===== config.mk =====
export PLATFORM = sky130hd
export DESIGN_NAME = pc_fetch_unit
export DESIGN_NICKNAME = d
export VERILOG_FILES = /design/src/rtl/pc_fetch_unit.sv
export SDC_FILE = /design/constraint.sdc
export NUM_CORES = 1
export LEC_CHECK = 0
export CAP_MARGIN = 20
export CELL_PAD_IN_SITES_DETAIL_PLACEMENT = 1
export CELL_PAD_IN_SITES_GLOBAL_PLACEMENT = 1
export CORE_MARGIN = 3
export CORE_UTILIZATION = 28
export DETAILED_ROUTE_END_ITERATION = 12
export PLACE_DENSITY_LB_ADDON = 0.1
export SLEW_MARGIN = 40
export SYNTH_ARGS = -nofsm -noshare
export SYNTH_HDL_FRONTEND = slang
export SYNTH_SLANG_ARGS = --single-unit

===== constraint.sdc =====
create_clock -name clk -period 1.55 [get_ports clk]
set_input_delay 0.31 -clock clk [delete_from_list [all_inputs] [get_ports clk]]
set_output_delay 0.31 -clock clk [all_outputs]
set_load 0.005 [all_outputs]

===== src/rtl/pc_fetch_unit.sv =====
// rtl/pc_fetch_unit.sv - architectural PC holder and single-outstanding instruction fetcher
module pc_fetch_unit #(
  parameter logic [31:0] RESET_PC = 32'h0000_0000,
  parameter int          CNT_W    = 32
) (
  input  logic             clk,
  input  logic             rst_n,
  input  logic [31:0]      pc_next_i,
  input  logic             advance,
  output logic             imem_req_valid,
  input  logic             imem_req_ready,
  output logic [31:0]      imem_req_addr,
  input  logic             imem_rsp_valid,
  input  logic [31:0]      imem_rsp_data,
  output logic [31:0]      pc_current,
  output logic [31:0]      instr,
  output logic             instr_valid,
  output logic             fetch_fault,
  output logic [CNT_W-1:0] retired_cnt
);

  localparam logic [31:0] NOP = 32'h0000_0013;

  typedef enum logic [1:0] {
    S_REQ   = 2'd0,
    S_WAIT  = 2'd1,
    S_HOLD  = 2'd2,
    S_FAULT = 2'd3
  } state_t;

  state_t           state_q, state_d;
  logic [31:0]      pc_q, pc_d;
  logic [31:0]      instr_q, instr_d;
  logic             req_valid_q, req_valid_d;
  logic             instr_valid_q, instr_valid_d;
  logic             fault_q, fault_d;
  logic [CNT_W-1:0] cnt_q, cnt_d;

  // Next-state logic; all outputs are registered and derived from the next state
  always_comb begin
    state_d = state_q;
    pc_d    = pc_q;
    instr_d = instr_q;
    cnt_d   = cnt_q;
    case (state_q)
      S_REQ: begin
        // valid is only presented once registered, so the handshake uses the flop
        if (req_valid_q && imem_req_ready) begin
          state_d = S_WAIT;
        end
      end
      S_WAIT: begin
        if (imem_rsp_valid) begin
          instr_d = imem_rsp_data;
          state_d = S_HOLD;
        end
      end
      S_HOLD: begin
        if (advance) begin
          pc_d    = pc_next_i;
          cnt_d   = cnt_q + CNT_W'(1);
          state_d = (pc_next_i[1:0] == 2'b00) ? S_REQ : S_FAULT;
        end
      end
      default: begin
        state_d = S_FAULT;
      end
    endcase
    req_valid_d   = (state_d == S_REQ);
    instr_valid_d = (state_d == S_HOLD);
    fault_d       = (state_d == S_FAULT);
  end

  // State and output registers with asynchronous reset
  always_ff @(posedge clk or negedge rst_n) begin
    if (!rst_n) begin
      state_q       <= S_REQ;
      pc_q          <= RESET_PC;
      instr_q       <= NOP;
      req_valid_q   <= 1'b0;
      instr_valid_q <= 1'b0;
      fault_q       <= 1'b0;
      cnt_q         <= '0;
    end else begin
      state_q       <= state_d;
      pc_q          <= pc_d;
      instr_q       <= instr_d;
      req_valid_q   <= req_valid_d;
      instr_valid_q <= instr_valid_d;
      fault_q       <= fault_d;
      cnt_q         <= cnt_d;
    end
  end

  assign imem_req_valid = req_valid_q;
  assign imem_req_addr  = pc_q;
  assign pc_current     = pc_q;
  assign instr          = instr_q;
  assign instr_valid    = instr_valid_q;
  assign fetch_fault    = fault_q;
  assign retired_cnt    = cnt_q;

endmodule


Fig. 1: metal 1
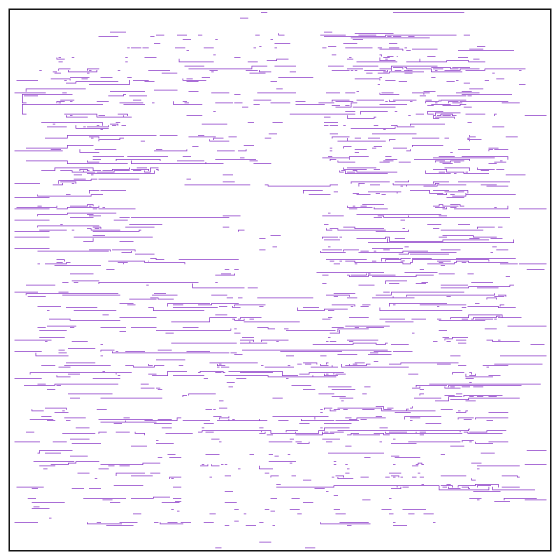
share of all routed wire: 39%
nets with wire on the layer: 600
main direction: horizontal
longest straight run: 35.0 µm
met1 Use GR: 0.1917
Routed WL: 13600 µm
via count: 3690

Fig. 2: placement density heat map
The die is cut into 13 by 13 equal tiles; white is low, dark blue is high, 0 to 100% covered.
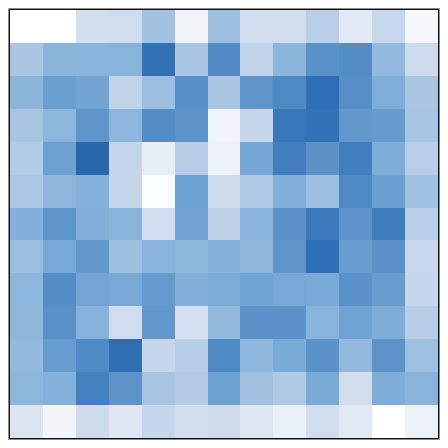
fullest tile: 78%
nearly empty tiles: 2.4%
mean over tiles: 42%
core area: 14810 µm²
Final Util: 0.4943
FP Util: 0.2906

==> flow_summary.json <==
{
  "max_slew_margin": 0.7361,
  "postSynthSeqShare": 0.5883,
  "fin_crit_ns": 1.562,
  "wl_per_cell_um": 16.49,
  "io_buffers": 199,
  "cts_buffer_depth": 2,
  "ff_type": "dfrtp_1",
  "dp.cells": 765,
  "hold_viol_final": 0,
  "clock-sinks": 101,
  "detail-route-antenna-nets": 0,
  "ys_cells": 384,
  "cts_tree": "yes",
  "die-area_um2": 16890,
  "vdd.ir_drop.worst_mv": 0.6799,
  "grt_usage": 0.1678,
  "path_cells": "nand3b_4 > or4_4 > nor4_4 > xor2_1",
  "antenna_found_initial": 0,
  "outcome": "finished with violations",
  "hp-class": "primary input to async pin",
  "regToRegSetupSlack_ns": -0.01,
  "globalplace.congestion": 0.7563,
  "syn_area_per_cell_um2": 11.21,
  "r2r-start": "state_q[0]$_DFF_PN0_",
  "fin_nets": 706,
  "maxCapViolations": 0,
  "drv_slew": 0,
  "layout_setup_ws_ns": -0.01244,
  "worst_slew_pin_slew_ns": 0.3959,
  "cp_slowest_cell": "or4_4",
  "die_x_um": 130.0,
  "first_global_vias": 4082,
  "setup_tns_ns": -0.02442,
  "grt_pass1_wl_um": 21820,
  "num_rows": 44,
  "finalClockPeriodUsage": 1.008,
  "setup.worst_path.end_class": "register",
  "fin_cells": 825,
  "antenna_cells": 0,
  "numCtsBuffers": 9,
  "die_h_um": 130.0,
  "setup_viol": 4,
  "clock.latency.late_pin_ns": 0.35,
  "rr_endpoint": "retired_cnt[23]$_DFFE_PN0P_",
  "syn_nets": 454,
  "arrival_ns": 1.83,
  "start_kind": "register",
  "violations": "setup timing",
  "cts-root-buf": "clkbuf_16",
  "max_stage_delay_ns": 0.57,
  "cpLargestDelayFamily": "simple AND/OR/NAND/NOR gates",
  "synth_area_um2": 4303,
  "p_per_area_nw_per_um2": 1347,
  "lay_top_cells": "113 x nand2_1, 96 x dfrtp_1, 93 x dlygate4sd2_1",
  "io_pins": 200,
  "use_met3": 0.07368,
  "fmax_mhz": 640.0,
  "synth-edff-count": 0,
  "drive_gt1_frac": 0.2496,
  "synth_flop_count": 101,
  "cts_htree_levels": 3,
  "drt_first_pass_iters": 4,
  "design_area_um2": 7321,
  "drt_iter0_markers": 74,
  "dp_slack_ns": -0.4177,
  "met2_usage": 0.2875,
  "drc": 0,
  "warnings": 29,
  "synth_cells": 384,
  "synth_warnings": 0,
  "synthArstFlopShare": 1.000,
  "crit_buf_inv": 0,
  "fin_skew_ns": 0.006496,
  "worstPathMaxFanout": 5,
  "viasPerCell": 4.473,
  "ys_chip_area_um2": 4303,
  "grt_start_max_net_pins": 35,
  "yosysUniqueCellTypes": 32,
  "criticalPathCategory": "register to register",
  "dp_hpwl_um": 9939,
  "grt_overflow": 0,
  "r2r_cells": 4,
  "final_common_cell": "nand2_1",
  "path_clk_slew_ns": 0.07,
  "area_growth_pct": 70.14,
  "rsz0062_at_grt": "true",
  "placed_area_um2": 6644,
  "required_ns": 1.82,
  "grt-busiest-layer": "met2",
  "p_leak_nw": 4.100
}
## logic make-up after synthesis
| logic type | synth area share |
|---|---|
| xor gates and xnor gates | 0.06310 |
| DFF | 0.5883 |
| adders and majority gates | 0.002907 |
| buffers and inverters | 0.06775 |
| AOI/OAI and AO/OA | 0.006981 |
| muxes | 0.08375 |
| and+or+nand+nor | 0.1873 |
## per-layer routing
metal / vias to the layer above / part of all wire
li1: 1737 / -
met1: 1816 / 0.39
met2: 125 / 0.51
met3: 12 / 0.086
met4: 0 / 0.012
met5: - / 0
## power by group
group          internal (W)  switching (W)
logic               0.00229        0.00128
clock network       0.00124        0.00100
registers           0.00353       0.000516
## worst max-delay path by stage
stage | cells after the start | start | to
2_1_floorplan | 4 | retired_cnt[7]$_DFFE_PN0P_ | retired_cnt[23]$_DFFE_PN0P_
3_3_place_gp | 7 | advance | retired_cnt[16]$_DFFE_PN0P_
3_5_place_dp | 5 | advance | retired_cnt[21]$_DFFE_PN0P_
4_1_cts | 4 | state_q[0]$_DFF_PN0_ | retired_cnt[23]$_DFFE_PN0P_
5_1_grt | 6 | retired_cnt[9]$_DFFE_PN0P_ | retired_cnt[18]$_DFFE_PN0P_
6_report | 4 | state_q[0]$_DFF_PN0_ | retired_cnt[23]$_DFFE_PN0P_
## worst register-to-register path, stage by stage (launching register included)
cell and delay (ns):
dfrtp_1 0.38, nand3b_4 0.19, or4_4 0.57, nor4_4 0.18, xor2_1 0.18
## final cells by class
| type | count | area (µm²) |
|---|---|---|
| fillers | 1612 | 7488 |
| flip-flops and latches | 101 | 2534 |
| multi-input cells | 238 | 1577 |
| inverters | 1 | 3.754 |
| well taps | 184 | 230.2 |
| clock inverters | 7 | 66.31 |
| clock buffers | 9 | 225.2 |
| repair buffers | 285 | 2685 |
## cell usage after synthesis (2+ instances only)
library cell	number	share of area
dfstp_2	3	0.018
and3_1	3	0.0044
clkbuf_1	10	0.0087
xnor2_1	27	0.055
xor2_1	4	0.0081
nand3_1	12	0.014
nand4_1	11	0.016
dfrtp_1	98	0.57
and4_1	6	0.012
nor4_2	2	0.0058
nand2_1	115	0.10
buf_2	2	0.0023
mux2_2	32	0.084
nor3_1	6	0.0070
buf_4	32	0.056
nor2_1	5	0.0044
## state kept, by name, indices dropped and copies added, names as in the netlist
register,flops
state_q,2
retired_cnt,32
imem_req_addr,32
instr,32
imem_req_valid,1
fetch_fault,1
instr_valid,1
## timing repair
item,CTS,global route
pin swaps,10,12
resized,100,48
gates cloned,1,0
hold buffers,1,0
setup buffers,40,3
endpoints found under the setup margin,119,60
endpoints found under the hold margin,23,0
## stage by stage
step	total power, W	hold slack [ns]
global placement	0.008073	0.2585
detailed placement	0.008203	0.2590
floorplan	0.005513	0.01441
CTS	0.01018	0.4333
global route	0.01057	0.4445
finish	0.009863	0.4311
Power is estimated from default activity; no workload was simulated.
